--- src/rtl/reg_f_ctx_if.sv ---
`default_nettype none
// ============================================================================
//  Module   : reg_f_ctx_if
//  Purpose  : Port bundle for reg_f_ctx. The master modport drives requests
//             and the slave modport returns read data and status.
//  Revision : 1.0 - initial release
// ============================================================================
interface reg_f_ctx_if #(
    parameter int WIDTH       = 8,
    parameter int NUM_WORK    = 8,
    parameter int STACK_DEPTH = 8
);
    localparam int SIZE = NUM_WORK + 3;
    localparam int AW   = $clog2(SIZE);
    localparam int DW   = $clog2(STACK_DEPTH + 1);

    logic [AW-1:0]    rf_addr_r1;
    logic [WIDTH-1:0] rf_data_out1;
    logic [AW-1:0]    rf_addr_r2;
    logic [WIDTH-1:0] rf_data_out2;
    logic [AW-1:0]    rf_addr_wr;
    logic             rf_data_we;
    logic [WIDTH-1:0] rf_data_in;
    logic             rf_ctx_push;
    logic             rf_ctx_pop;
    logic             rf_ctx_busy;
    logic             rf_ctx_done;
    logic [DW-1:0]    rf_ctx_depth;
    logic             rf_ctx_overflow;
    logic             rf_ctx_underflow;
    logic             rf_acc_zero;

    modport master (
        output rf_addr_r1, rf_addr_r2, rf_addr_wr, rf_data_we, rf_data_in,
               rf_ctx_push, rf_ctx_pop,
        input  rf_data_out1, rf_data_out2, rf_ctx_busy, rf_ctx_done,
               rf_ctx_depth, rf_ctx_overflow, rf_ctx_underflow, rf_acc_zero
    );

    modport slave (
        input  rf_addr_r1, rf_addr_r2, rf_addr_wr, rf_data_we, rf_data_in,
               rf_ctx_push, rf_ctx_pop,
        output rf_data_out1, rf_data_out2, rf_ctx_busy, rf_ctx_done,
               rf_ctx_depth, rf_ctx_overflow, rf_ctx_underflow, rf_acc_zero
    );
endinterface
`default_nettype wire

--- src/rtl/reg_f_ctx.sv ---
`default_nettype none
// ============================================================================
//  Module   : reg_f_ctx
//  Purpose  : Register file (R0=0, R1=all-ones, R2=ACC, work regs) with a
//             hardware context stack; frames move one register per cycle
//             through a single-port RAM. Optional macro RF_CTX_KEEP_EN keeps
//             register contents after a save instead of clearing them.
//  Revision : 1.0 - initial release
// ============================================================================
module reg_f_ctx #(
    parameter int WIDTH       = 8,
    parameter int NUM_WORK    = 8,
    parameter int STACK_DEPTH = 8
) (
    input  logic          clk,
    input  logic          rst,
    reg_f_ctx_if.slave    rf
);
    localparam int SIZE   = NUM_WORK + 3;
    localparam int NREG   = NUM_WORK + 1;
    localparam int AW     = $clog2(SIZE);
    localparam int DW     = $clog2(STACK_DEPTH + 1);
    localparam int CW     = $clog2(NREG + 1);
    localparam int MDEPTH = STACK_DEPTH * NREG;
    localparam int MAW    = (MDEPTH > 1) ? $clog2(MDEPTH) : 1;

    typedef enum logic [1:0] {
        ST_IDLE    = 2'd0,
        ST_SAVE    = 2'd1,
        ST_RESTORE = 2'd2
    } state_t;

    state_t           state_q, state_d;
    logic [CW-1:0]    cnt_q, cnt_d;
    logic [DW-1:0]    depth_q, depth_d;
    logic             busy_q, busy_d;
    logic             done_q, done_d;
    logic             ovf_q, ovf_d;
    logic             unf_q, unf_d;
    logic [WIDTH-1:0] work_q [NREG];
    logic [WIDTH-1:0] work_d [NREG];

    logic [WIDTH-1:0] mem [MDEPTH];
    logic [WIDTH-1:0] mem_rdata_q;

    logic             w_mem_we;
    logic             w_mem_re;
    logic [MAW-1:0]   w_mem_addr;
    logic [WIDTH-1:0] w_mem_wdata;
    logic [DW-1:0]    w_frame;
    logic             w_wr_ok;

    function automatic logic [WIDTH-1:0] rd_port(input logic [AW-1:0] a,
                                                 input logic [WIDTH-1:0] regs [NREG]);
        logic [WIDTH-1:0] v;
        v = '0;
        if (a == AW'(1)) begin
            v = '1;
        end
        for (int k = 0; k < NREG; k++) begin
            if (a == AW'(k + 2)) begin
                v = regs[k];
            end
        end
        return v;
    endfunction

    assign rf.rf_data_out1     = rd_port(rf.rf_addr_r1, work_q);
    assign rf.rf_data_out2     = rd_port(rf.rf_addr_r2, work_q);
    assign rf.rf_ctx_busy      = busy_q;
    assign rf.rf_ctx_done      = done_q;
    assign rf.rf_ctx_depth     = depth_q;
    assign rf.rf_ctx_overflow  = ovf_q;
    assign rf.rf_ctx_underflow = unf_q;

    // Bypass lets a same-cycle zero write to ACC raise the flag immediately.
    assign rf.rf_acc_zero = (work_q[0] == '0) ||
                            (rf.rf_data_we && !busy_q &&
                             (rf.rf_addr_wr == AW'(2)) && (rf.rf_data_in == '0));

    assign w_wr_ok = rf.rf_data_we && !busy_q;

    always_comb begin
        state_d     = state_q;
        cnt_d       = cnt_q;
        depth_d     = depth_q;
        busy_d      = busy_q;
        done_d      = 1'b0;
        ovf_d       = ovf_q;
        unf_d       = unf_q;
        work_d      = work_q;
        w_mem_we    = 1'b0;
        w_mem_re    = 1'b0;
        w_mem_wdata = '0;
        w_frame     = (state_q == ST_RESTORE) ? (depth_q - DW'(1)) : depth_q;
        w_mem_addr  = MAW'(32'(w_frame) * 32'(NREG) + 32'(cnt_q));

        if (w_wr_ok) begin
            for (int k = 0; k < NREG; k++) begin
                if (rf.rf_addr_wr == AW'(k + 2)) begin
                    work_d[k] = rf.rf_data_in;
                end
            end
        end

        case (state_q)
            ST_IDLE: begin
                if (rf.rf_ctx_push && !rf.rf_ctx_pop) begin
                    if (depth_q == DW'(STACK_DEPTH)) begin
                        ovf_d = 1'b1;
                    end else begin
                        state_d = ST_SAVE;
                        cnt_d   = '0;
                        busy_d  = 1'b1;
                    end
                end else if (rf.rf_ctx_pop && !rf.rf_ctx_push) begin
                    if (depth_q == '0) begin
                        unf_d = 1'b1;
                    end else begin
                        state_d = ST_RESTORE;
                        cnt_d   = '0;
                        busy_d  = 1'b1;
                    end
                end
            end

            ST_SAVE: begin
                w_mem_we = 1'b1;
                for (int k = 0; k < NREG; k++) begin
                    if (cnt_q == CW'(k)) begin
                        w_mem_wdata = work_q[k];
                    end
                end
                if (cnt_q == CW'(NREG - 1)) begin
                    state_d = ST_IDLE;
                    cnt_d   = '0;
                    busy_d  = 1'b0;
                    done_d  = 1'b1;
                    depth_d = depth_q + DW'(1);
`ifdef RF_CTX_KEEP_EN
                    work_d  = work_q;
`else
                    for (int k = 0; k < NREG; k++) begin
                        work_d[k] = '0;
                    end
`endif
                end else begin
                    cnt_d = cnt_q + CW'(1);
                end
            end

            ST_RESTORE: begin
                // Address k issued at cnt=k; its data lands one cycle later.
                w_mem_re = (cnt_q < CW'(NREG));
                for (int k = 0; k < NREG; k++) begin
                    if (cnt_q == CW'(k + 1)) begin
                        work_d[k] = mem_rdata_q;
                    end
                end
                if (cnt_q == CW'(NREG)) begin
                    state_d = ST_IDLE;
                    cnt_d   = '0;
                    busy_d  = 1'b0;
                    done_d  = 1'b1;
                    depth_d = depth_q - DW'(1);
                end else begin
                    cnt_d = cnt_q + CW'(1);
                end
            end

            default: begin
                state_d = ST_IDLE;
                cnt_d   = '0;
                busy_d  = 1'b0;
            end
        endcase
    end

    always_ff @(posedge clk) begin
        if (rst) begin
            state_q <= ST_IDLE;
            cnt_q   <= '0;
            depth_q <= '0;
            busy_q  <= 1'b0;
            done_q  <= 1'b0;
            ovf_q   <= 1'b0;
            unf_q   <= 1'b0;
            for (int k = 0; k < NREG; k++) begin
                work_q[k] <= '0;
            end
        end else begin
            state_q <= state_d;
            cnt_q   <= cnt_d;
            depth_q <= depth_d;
            busy_q  <= busy_d;
            done_q  <= done_d;
            ovf_q   <= ovf_d;
            unf_q   <= unf_d;
            for (int k = 0; k < NREG; k++) begin
                work_q[k] <= work_d[k];
            end
        end
    end

    always_ff @(posedge clk) begin
        if (w_mem_we && !rst) begin
            mem[w_mem_addr] <= w_mem_wdata;
        end
        if (w_mem_re) begin
            mem_rdata_q <= mem[w_mem_addr];
        end
    end
endmodule
`default_nettype wire

--- src/flat_wrapper.sv ---
// flat-port wrapper written by rule: the top's interface ports become plain ports
module reg_f_ctx_flat 
#(
    parameter int WIDTH       = 8,
    parameter int NUM_WORK    = 8,
    parameter int STACK_DEPTH = 8
)
  (clk, rst, rf_rf_addr_r1, rf_rf_addr_r2, rf_rf_addr_wr, rf_rf_data_we, rf_rf_data_in, rf_rf_ctx_push, rf_rf_ctx_pop, rf_rf_data_out1, rf_rf_data_out2, rf_rf_ctx_busy, rf_rf_ctx_done, rf_rf_ctx_depth, rf_rf_ctx_overflow, rf_rf_ctx_underflow, rf_rf_acc_zero);
  reg_f_ctx_if #(.WIDTH(WIDTH), .NUM_WORK(NUM_WORK), .STACK_DEPTH(STACK_DEPTH)) rf_i ();
  input  logic clk;
  input  logic rst;
  input wire logic [$bits(rf_i.rf_addr_r1)-1:0] rf_rf_addr_r1;
  input wire logic [$bits(rf_i.rf_addr_r2)-1:0] rf_rf_addr_r2;
  input wire logic [$bits(rf_i.rf_addr_wr)-1:0] rf_rf_addr_wr;
  input wire logic [$bits(rf_i.rf_data_we)-1:0] rf_rf_data_we;
  input wire logic [$bits(rf_i.rf_data_in)-1:0] rf_rf_data_in;
  input wire logic [$bits(rf_i.rf_ctx_push)-1:0] rf_rf_ctx_push;
  input wire logic [$bits(rf_i.rf_ctx_pop)-1:0] rf_rf_ctx_pop;
  output wire logic [$bits(rf_i.rf_data_out1)-1:0] rf_rf_data_out1;
  output wire logic [$bits(rf_i.rf_data_out2)-1:0] rf_rf_data_out2;
  output wire logic [$bits(rf_i.rf_ctx_busy)-1:0] rf_rf_ctx_busy;
  output wire logic [$bits(rf_i.rf_ctx_done)-1:0] rf_rf_ctx_done;
  output wire logic [$bits(rf_i.rf_ctx_depth)-1:0] rf_rf_ctx_depth;
  output wire logic [$bits(rf_i.rf_ctx_overflow)-1:0] rf_rf_ctx_overflow;
  output wire logic [$bits(rf_i.rf_ctx_underflow)-1:0] rf_rf_ctx_underflow;
  output wire logic [$bits(rf_i.rf_acc_zero)-1:0] rf_rf_acc_zero;
  assign rf_i.rf_addr_r1 = rf_rf_addr_r1;
  assign rf_i.rf_addr_r2 = rf_rf_addr_r2;
  assign rf_i.rf_addr_wr = rf_rf_addr_wr;
  assign rf_i.rf_data_we = rf_rf_data_we;
  assign rf_i.rf_data_in = rf_rf_data_in;
  assign rf_i.rf_ctx_push = rf_rf_ctx_push;
  assign rf_i.rf_ctx_pop = rf_rf_ctx_pop;
  assign rf_rf_data_out1 = rf_i.rf_data_out1;
  assign rf_rf_data_out2 = rf_i.rf_data_out2;
  assign rf_rf_ctx_busy = rf_i.rf_ctx_busy;
  assign rf_rf_ctx_done = rf_i.rf_ctx_done;
  assign rf_rf_ctx_depth = rf_i.rf_ctx_depth;
  assign rf_rf_ctx_overflow = rf_i.rf_ctx_overflow;
  assign rf_rf_ctx_underflow = rf_i.rf_ctx_underflow;
  assign rf_rf_acc_zero = rf_i.rf_acc_zero;
  reg_f_ctx #(.WIDTH(WIDTH), .NUM_WORK(NUM_WORK), .STACK_DEPTH(STACK_DEPTH)) u_core (.clk(clk), .rst(rst), .rf(rf_i));
endmodule
--- config.mk ---
export PLATFORM = sky130hd
export DESIGN_NAME = reg_f_ctx_flat
export DESIGN_NICKNAME = d
export VERILOG_FILES = /design/src/rtl/reg_f_ctx_if.sv /design/src/rtl/reg_f_ctx.sv /design/src/flat_wrapper.sv
export SDC_FILE = /design/constraint.sdc
export NUM_CORES = 1
export LEC_CHECK = 0
export CELL_PAD_IN_SITES_DETAIL_PLACEMENT = 0
export CELL_PAD_IN_SITES_GLOBAL_PLACEMENT = 1
export CORE_UTILIZATION = 48
export CTS_CLUSTER_SIZE = 40
export DETAILED_ROUTE_END_ITERATION = 8
export HOLD_SLACK_MARGIN = 0.12
export PLACE_DENSITY_LB_ADDON = 0.25
export SLEW_MARGIN = 10
export SYNTH_ARGS = -nofsm -noshare
export SYNTH_HDL_FRONTEND = slang
export SYNTH_SLANG_ARGS = --single-unit
--- constraint.sdc ---
create_clock -name clk -period 5.64 [get_ports clk]
set_clock_uncertainty 0.1 [all_clocks]
set_input_delay 1.41 -clock clk [delete_from_list [all_inputs] [get_ports clk]]
set_output_delay 1.41 -clock clk [all_outputs]
set_load 0.01 [all_outputs]
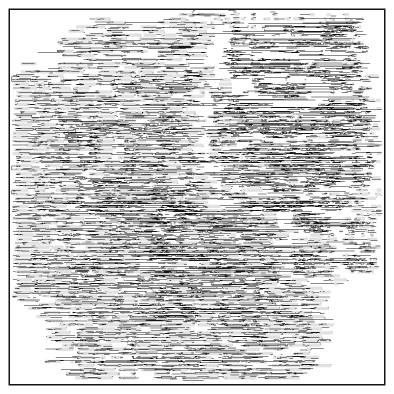
*M1 wires*
Scale: 1.5 px per um.
The layer holds 40% of the routed length. The longest straight run is 116 um. The layer carries 35.8 mm of wire.

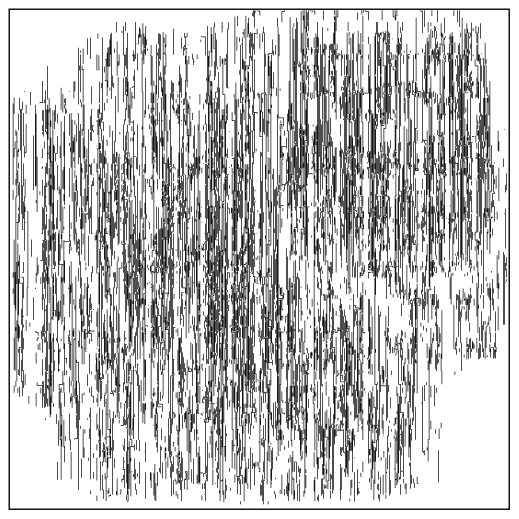
*Met2 routing*
Scale: 2 px per um.
The wires run mostly vertical. 1,892 nets have wire on it. The longest straight run is 85.3 um. The layer holds 48% of the routed length.

==> reports/metrics.yaml <==
flop_cell: "edfxtp_1"
worstPathArrival_ns: 3.99
portBuffers: 49
finalMaxSlewViolations: 0
leakagePower_nw: 13.1
gp_routability_congestion: 0.902
ys_seq_share_pct: 65.6
switchingPower_mw: 5.91
clock-sinks: 670
numCtsBuffers: 73
fmax_mhz: 182
hp-class: "reg -> reg"
p_seq_share_pct: 35.0
cp-end-kind: "primary output"
layout_top_cells: "edfxtp_1, nor2_1, nand2_1"
grt_use_total_pct: 29.0
top_usage_layer: "met2"
path_cells: "clkdlybuf4s50_1 > buf_4 > buf_4 > nand4bb_1 > nor2_1 > a21oi_1 > o22a_1 > a21oi_1 > o21ai_0 > clkdlybuf4s50_1"
sw_frac_of_total_pct: 36.9
power_top_consumer: "combinational logic"
cts_tree: "yes"
status: "complete, no violations"
r2r_end: "u_core.mem[9][5]"
yosysTopAreaCell: "edfxtp_1"
top_area_share_pct: 59.7
pg_seq_mw: 5.60
cp_slowest_cell: "clkdlybuf4s50_1"
synth_area_um2: 29400
final_cells: 3057
power.density_nw_per_um2: 469
dp_slack_ns: 0.133
top_layer_used: "met4"
viasPerCell: 6.40
crit_required_ns: 4.13
synth.logic.top_family: "multiplexers"
met2_usage_pct: 47.0
finalWorstSetupSlack_ns: 0.144
aoi_share_pct: 11.0
routed_wl_um: 89700
drive_above_1_share_pct: 19.6
common_cells: "edfxtp_1, nor2_1, nand2_1, o21ai_0, mux2i_1"
post-route-util_pct: 56.5
route.vias.total: 19600
nonClkBufAreaFrac_pct: 5.30
